==> config.mk <==
export PLATFORM = sky130hd
export DESIGN_NAME = fifo_wr_arbiter
export DESIGN_NICKNAME = d
export VERILOG_FILES = /design/src/rtl/fifo_arb_pkg.sv /design/src/rtl/rr_picker.sv /design/src/rtl/fifo_wr_arbiter.sv
export SDC_FILE = /design/constraint.sdc
export NUM_CORES = 1
export LEC_CHECK = 0
export CORE_AREA = 4 4 41 43
export CTS_BUF_LIST = sky130_fd_sc_hd__clkbuf_16
export DETAILED_ROUTE_END_ITERATION = 16
export DIE_AREA = 0 0 45 47
export DONT_BUFFER_PORTS = 1
export PLACE_DENSITY = 0.73
export SETUP_SLACK_MARGIN = 0.3
export SKIP_LAST_GASP = 1
export SLEW_MARGIN = 20
export SYNTH_ARGS = -nofsm -noshare
export SYNTH_HDL_FRONTEND = slang
export SYNTH_SLANG_ARGS = --single-unit
==> constraint.sdc <==
create_clock -name wclk -period 2.05 [get_ports wclk]
set_clock_uncertainty 0.2 [all_clocks]
set_input_delay 0.41 -clock wclk [delete_from_list [all_inputs] [get_ports wclk]]
set_output_delay 0.41 -clock wclk [all_outputs]
set_load 0.02 [all_outputs]
### The metal 2 layer

Scale: 10 px per um.
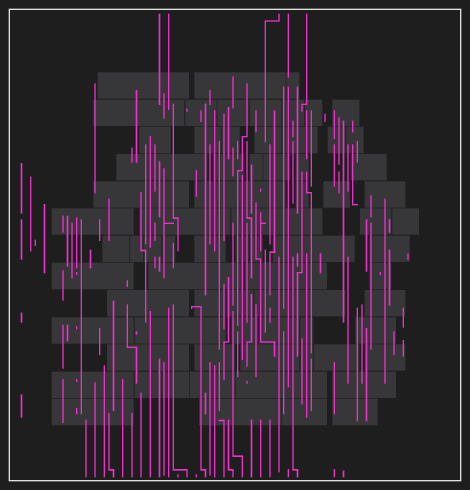
nets with wire on the layer: 110
wire length on this layer: 1100 um
share of all routed wire: 54%
final routed wirelength across all metal layers: 2.039 mm
total via count in the routed design: 614
met2 global-route usage: 38.14%

### Track usage over the die

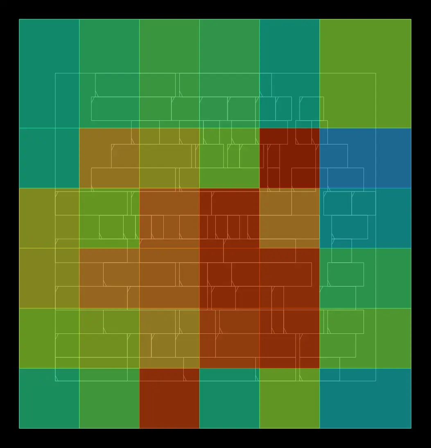
final core utilization: 73.56%
total track usage: 21.57%
GRT busiest layer: met2
average routed wire per standard cell: 23.17 um

### Pin map

Scale: 10 px per um. Pins as bars across the die edge, other pins in gray.
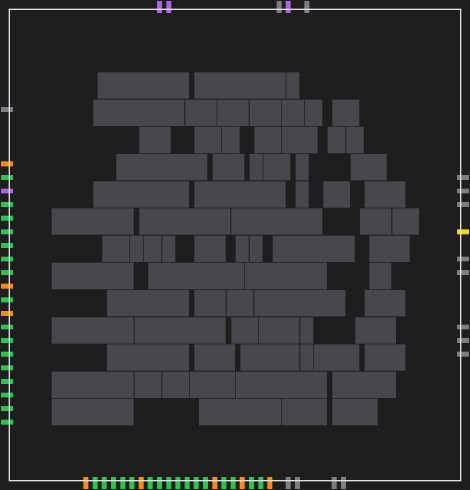
[orange] fifo_wdata | pins: 8 | direction: output | edge: 5 bottom, 3 left
[green] wdata_in | pins: 32 | direction: input | edge: 16 left, 16 bottom
[yellow] fifo_wreq | pins: 1 | direction: output | edge: right
[purple] gnt | pins: 4 | direction: output | edge: 3 top, 1 left
width of the die: 45 um
Buffers on Ports: 0
die height: 47 um

### The metal 3 layer

Scale: 10 px per um.
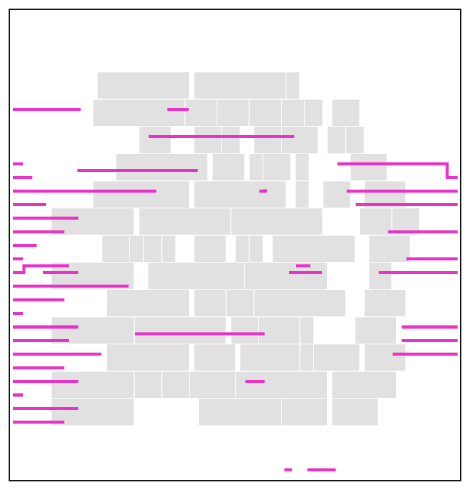
nets with wire on the layer: 35
share of all routed wire: 11%
longest straight run: 14.3 um
GR Layer Usage met3: 7.280%

### Wire density map

Scale: 8 px per um. The die is cut into 9 by 9 equal tiles; dark blue is low, red is high, scaled to the fullest tile. Values are wire area over tile area, all layers added.
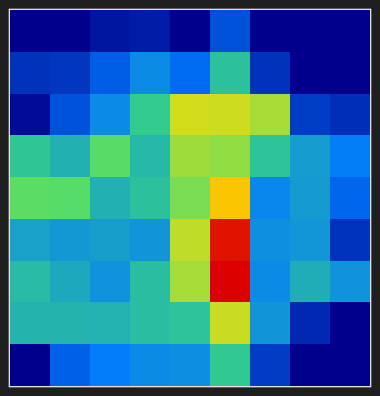
densest ninth of the die: middle
mean over tiles: 0.17
fullest tile: 0.52

==> deck_impl_summary.md <==
Key Metrics from the Run

Power and ir drop
  • Combinational power: 0.876 mW
  • Power dissipated by switching net loads: 0.6640 mW
  • Sequential cell power: 0.399 mW
  • Power attributed to the clock group: 0.340 mW
  • Power consumption: 1.616 mW

Final layout
  • Number of fill cells: 88
  • Footprint of the multi-input gates: 539.3 um^2
  • Antenna diode count: 0
  • Layout buffer count excluding clock buffers: 9
  • Proportion of cell area occupied by registers: 23.79%
  • MI comb cells: 47
  • Logic share of the area: 56.34%
  • Num sequential: 9

Floorplanning
  • Ports: 60
  • FP Core Util: 58.85%
  • Core box area: 1301 um^2
  • Std cell rows: 13

CTS
  • Worst-Skew Late Latency: 240 ps
  • Cts-stage hold buffer count: 1
  • Cts repair resizes: 3
  • TritonCTS clock tree: done
  • Number of buffers on the longest clock path: 2

Outcome
  • Run status: finished, final reports clean

Placement
  • Placed cell count: 79
  • Placer Congestion: 0.7850

Logic synthesis
  • Number of distinct library cells after synthesis: 27
  • Cell area leaders: dfrtp_1, mux4_2, ha_1, a22o_1, mux4_1
  • Ranking of synthesized cells by instance count: dfrtp_1, mux4_2, nand2_1
  • Portion of the post-synthesis area used by sequential elements: 29.41%
  • Async set-or-reset flop fraction in the synthesized netlist: 100.0%
  • Registers, synthesis: 9
  • XOR/XNOR share of the synthesized area: 0%

Routing
  • Antenna-violating nets left: 0
  • Post-DR vias/cell: 6.977

GRT
  • Wire length of the first global-routing pass: 3.105 mm
  • Antenna violations before repair: 0

Timing
  • Fin Setup TNS: 0 ps
  • Hold violation count in the final report: 0
  • Setup slack of the critical path after layout: 3.942 ps

Critical path
  • Required time at the worst-slack endpoint: 1440 ps
  • Setup crit end kind: output pin
  • Arr. time, crit path: 1440 ps
Power and IR drop assume default switching activity.
